File: src/rtl/queue_people_counter_pkg.sv
// Shared constants and debounce state encoding for the bank-queue people counter.
package queue_pkg;

  localparam int MAX_COUNT  = 7;
  localparam int CNT_W      = 4;
  localparam int DEB_CYCLES = 4;
  localparam int DEB_W      = 3;

  localparam logic [CNT_W-1:0] MAX_PCOUNT   = CNT_W'(MAX_COUNT);
  localparam logic [1:0]       TELLER_RESET = 2'b01;

  typedef enum logic [1:0] {
    IDLE  = 2'd0,
    ARMED = 2'd1,
    HELD  = 2'd2
  } deb_state_t;

endpackage

File: src/rtl/queue_people_counter_debounce.sv
// Two-flop synchronizer plus debounce FSM; emits one single-cycle event per
// qualified beam interruption.
module sensor_debounce
  import queue_pkg::*;
#(
  parameter int DEB_N = DEB_CYCLES,
  parameter int DW    = DEB_W
) (
  input  logic clk,
  input  logic rst_n,
  input  logic i_sensor,
  output logic o_event
);

  logic          r_sync1;
  logic          r_sync2;
  logic [1:0]    r_fill;
  logic          r_post_rst;
  deb_state_t    r_state;
  deb_state_t    w_state_nxt;
  logic [DW-1:0] r_cnt;
  logic [DW-1:0] w_cnt_nxt;
  logic [DW-1:0] w_cnt_inc;
  logic          w_hit;
  logic          r_event;
  logic          w_event_nxt;

  assign w_cnt_inc = r_cnt + DW'(1);
  assign w_hit     = (w_cnt_inc == DW'(DEB_N));

  // r_fill marks when r_sync2 holds a real sample again after reset; until a
  // valid low sample is seen, a beam already blocked is parked in HELD.
  // NOTE: sequential state uses non-blocking assignments so every flop samples
  // the pre-edge values, independent of statement order.
  always_ff @(posedge clk or negedge rst_n) begin
    if (!rst_n) begin
      r_sync1    <= 1'b0;
      r_sync2    <= 1'b0;
      r_fill     <= 2'b00;
      r_post_rst <= 1'b1;
    end else begin
      r_sync1 <= i_sensor;
      r_sync2 <= r_sync1;
      r_fill  <= {r_fill[0], 1'b1};
      if (r_fill[1] && !r_sync2) r_post_rst <= 1'b0;
    end
  end

  always_ff @(posedge clk or negedge rst_n) begin
    if (!rst_n) begin
      r_state <= IDLE;
      r_cnt   <= '0;
      r_event <= 1'b0;
    end else begin
      r_state <= w_state_nxt;
      r_cnt   <= w_cnt_nxt;
      r_event <= w_event_nxt;
    end
  end

  // NOTE: every combinational output gets a default first so no path through
  // the case leaves it unassigned, which would infer a latch.
  always_comb begin
    w_state_nxt = r_state;
    w_cnt_nxt   = r_cnt;
    case (r_state)
      IDLE: begin
        w_cnt_nxt = '0;
        if (r_sync2) begin
          if (r_post_rst || DEB_N == 1) begin
            w_state_nxt = HELD;
          end else begin
            w_state_nxt = ARMED;
            w_cnt_nxt   = DW'(1);
          end
        end
      end
      ARMED: begin
        if (!r_sync2) begin
          w_state_nxt = IDLE;
          w_cnt_nxt   = '0;
        end else begin
          w_cnt_nxt = w_cnt_inc;
          if (w_hit) w_state_nxt = HELD;
        end
      end
      HELD: begin
        if (!r_sync2) begin
          w_state_nxt = IDLE;
          w_cnt_nxt   = '0;
        end
      end
      default: begin
        w_state_nxt = IDLE;
        w_cnt_nxt   = '0;
      end
    endcase
  end

  always_comb begin
    w_event_nxt = 1'b0;
    case (r_state)
      IDLE:    w_event_nxt = r_sync2 && !r_post_rst && (DEB_N == 1);
      ARMED:   w_event_nxt = r_sync2 && w_hit;
      default: w_event_nxt = 1'b0;
    endcase
  end

  assign o_event = r_event;

endmodule

File: src/rtl/queue_people_counter.sv
// Saturating people counter, status flags and teller-count register feeding
// the waiting-time ROM.
module queue_people_counter
  import queue_pkg::*;
(
  input  logic             clk,
  input  logic             rst_n,
  input  logic             entry_sensor,
  input  logic             exit_sensor,
  input  logic [1:0]       teller_sel,
  output logic [CNT_W-1:0] pcount,
  output logic [1:0]       tcount,
  output logic             full,
  output logic             empty,
  output logic             ovf,
  output logic             unf,
  output logic             upd
);

  logic             w_entry_evt;
  logic             w_exit_evt;
  logic [CNT_W-1:0] r_pcount;
  logic [CNT_W-1:0] w_pcount_nxt;
  logic [1:0]       r_tcount;
  logic             r_full;
  logic             r_empty;
  logic             r_ovf;
  logic             r_unf;
  logic             r_upd;
  logic             w_ovf;
  logic             w_unf;
  logic             w_upd;

  sensor_debounce u_entry_deb (
    .clk      (clk),
    .rst_n    (rst_n),
    .i_sensor (entry_sensor),
    .o_event  (w_entry_evt)
  );

  sensor_debounce u_exit_deb (
    .clk      (clk),
    .rst_n    (rst_n),
    .i_sensor (exit_sensor),
    .o_event  (w_exit_evt)
  );

  // Simultaneous entry and exit cancel out: no change and no alarm pulse.
  always_comb begin
    w_pcount_nxt = r_pcount;
    w_ovf        = 1'b0;
    w_unf        = 1'b0;
    w_upd        = 1'b0;
    case ({w_entry_evt, w_exit_evt})
      2'b10: begin
        if (r_full) begin
          w_ovf = 1'b1;
        end else begin
          w_pcount_nxt = r_pcount + CNT_W'(1);
          w_upd        = 1'b1;
        end
      end
      2'b01: begin
        if (r_empty) begin
          w_unf = 1'b1;
        end else begin
          w_pcount_nxt = r_pcount - CNT_W'(1);
          w_upd        = 1'b1;
        end
      end
      default: ;
    endcase
  end

  always_ff @(posedge clk or negedge rst_n) begin
    if (!rst_n) begin
      r_pcount <= '0;
      r_full   <= 1'b0;
      r_empty  <= 1'b1;
      r_ovf    <= 1'b0;
      r_unf    <= 1'b0;
      r_upd    <= 1'b0;
    end else begin
      r_pcount <= w_pcount_nxt;
      r_full   <= (w_pcount_nxt == MAX_PCOUNT);
      r_empty  <= (w_pcount_nxt == '0);
      r_ovf    <= w_ovf;
      r_unf    <= w_unf;
      r_upd    <= w_upd;
    end
  end

  always_ff @(posedge clk or negedge rst_n) begin
    if (!rst_n) begin
      r_tcount <= TELLER_RESET;
    end else if (teller_sel != 2'd0) begin
      r_tcount <= teller_sel;
    end
  end

  assign pcount = r_pcount;
  assign tcount = r_tcount;
  assign full   = r_full;
  assign empty  = r_empty;
  assign ovf    = r_ovf;
  assign unf    = r_unf;
  assign upd    = r_upd;

endmodule
File: config.mk
export PLATFORM = sky130hd
export DESIGN_NAME = queue_people_counter
export DESIGN_NICKNAME = d
export VERILOG_FILES = /design/src/rtl/queue_people_counter_pkg.sv /design/src/rtl/queue_people_counter_debounce.sv /design/src/rtl/queue_people_counter.sv
export SDC_FILE = /design/constraint.sdc
export NUM_CORES = 1
export LEC_CHECK = 0
export ABC_AREA = 1
export ABC_CLOCK_PERIOD_IN_PS = 1700
export CORE_MARGIN = 8
export CORE_UTILIZATION = 40
export CTS_BUF_LIST = sky130_fd_sc_hd__clkbuf_16
export DETAILED_ROUTE_END_ITERATION = 10
export PLACE_DENSITY_LB_ADDON = 0.1
export SETUP_SLACK_MARGIN = 0.3
export SLEW_MARGIN = 30
export SYNTH_ARGS = -nofsm -noshare
export SYNTH_HDL_FRONTEND = slang
export SYNTH_SLANG_ARGS = --single-unit
File: constraint.sdc
create_clock -name clk -period 1.7 [get_ports clk]
set_input_delay 0.17 -clock clk [delete_from_list [all_inputs] [get_ports clk]]
set_output_delay 0.17 -clock clk [all_outputs]
set_load 0.1 [all_outputs]
Fig. 1: register map, names as in the netlist
The bar under the picture is 20 um long.
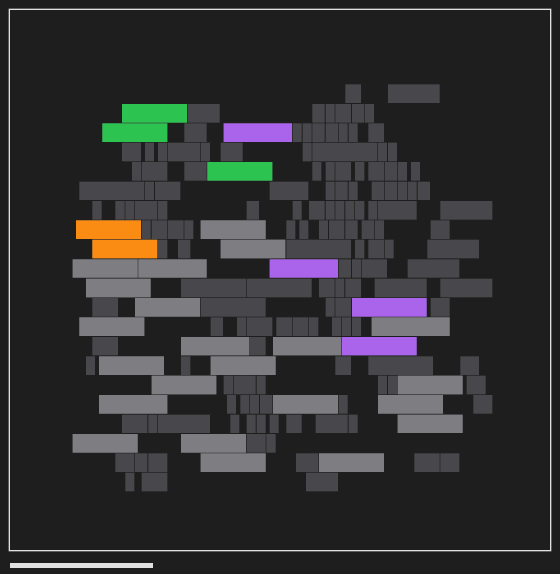
u_exit_deb.r_state: marked orange, placed flops 2. pcount: marked purple, placed flops 4, where center. u_exit_deb.r_cnt: marked green, placed flops 3.

Fig. 2: placed standard cells
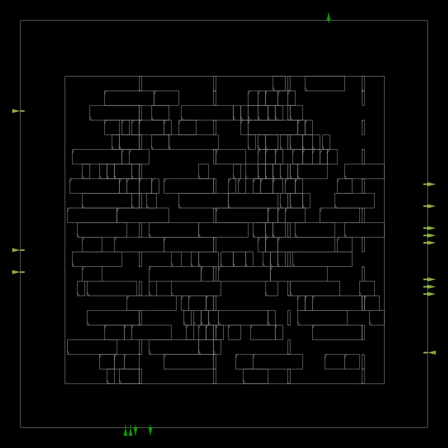
Std-Cell Rows: 21
Well Taps: 46
fin cells: 225

Fig. 3: sizing map
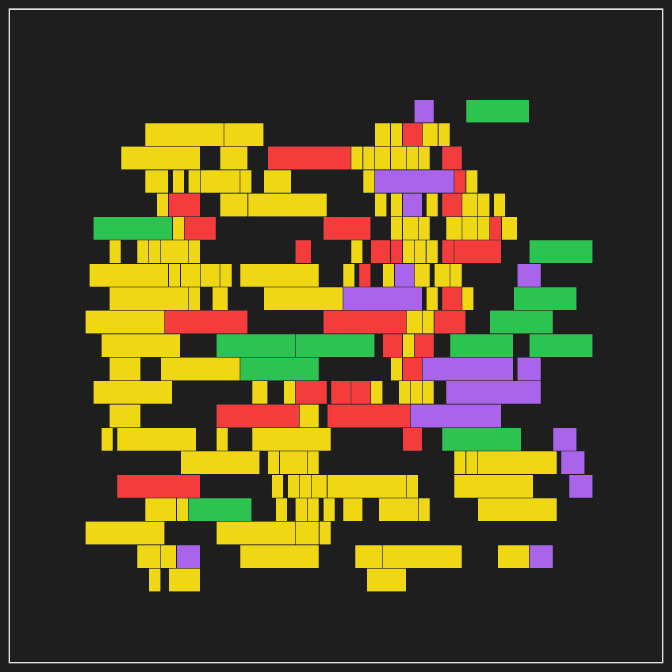
drive 6 and up: marked green, cells 12. drive 3 to 4: marked purple, cells 15. drive 1 or less: marked yellow, cells 123. drive 2: marked red, cells 29.

==> flow_metrics.env <==
# flow metrics
export IMPL_status="completed"
export IMPL_hold_viol=0
export IMPL_hold_class="input pin to async pin"
export IMPL_ys_sh_xor_pct=0.615
export IMPL_placed_area_sq_um=1740
export IMPL_inverters=30
export IMPL_drt_pass1_iter_count=4
export IMPL_io_pins=17
export IMPL_top_area_cell_class="sequential cells"
export IMPL_synth_area_sq_um=1420
export IMPL_yosysWarnings=0
export IMPL_drive_above_1_share_pct=31.3
export IMPL_route_detailed_wl_per_inst_um=11.8
export IMPL_grtUsageMet2_pct=17.7
export IMPL_setup_viol=0
export IMPL_buf_share_pct=12.6
export IMPL_ys_cells=152
export IMPL_comb_area_sq_um=566
export IMPL_grt_pass1_vias=1090
export IMPL_nets=192
export IMPL_clk_path_buf_depth=2
export IMPL_initial_core_util_pct=42.0
export IMPL_dr_wl_met3_um=177
export IMPL_grt_pass1_wl_um=4530
export IMPL_fin_tns_setup_ns=0
export IMPL_largest_register_ffs=4
export IMPL_seq_power_uw=905
export IMPL_clk_share_pct=7.17
export IMPL_drv_cap=0
export IMPL_logic_family="simple AND/OR/NAND/NOR gates"
export IMPL_worstSetupEndpointType="flop"
export IMPL_seq_share_pct=41.5
export IMPL_clk_latency_ns=0.27
export IMPL_path_depth=9
export IMPL_grt_max_degree=32
export IMPL_p_int_mw=1.47
export IMPL_worst_r2r_cell_count=9
export IMPL_layout_comb_gates_multi_input=91
export IMPL_r2r_slack_ns=0.35
export IMPL_ys_sh_aoi_pct=6.50
export IMPL_peakVddDrop_mv=0.775
export IMPL_slowest_delay_ns=0.51
export IMPL_drtAntennaViolNets=0
export IMPL_cts_tree="done"
export IMPL_fin_crit_ns=1.35
export IMPL_critPathSlowestCell="dfrtp_4"
export IMPL_gp_congestion=0.902
export IMPL_synthDistinctLibCells=25
export IMPL_vias_per_cell=4.82
export IMPL_avgSynthCellArea_sq_um=9.37
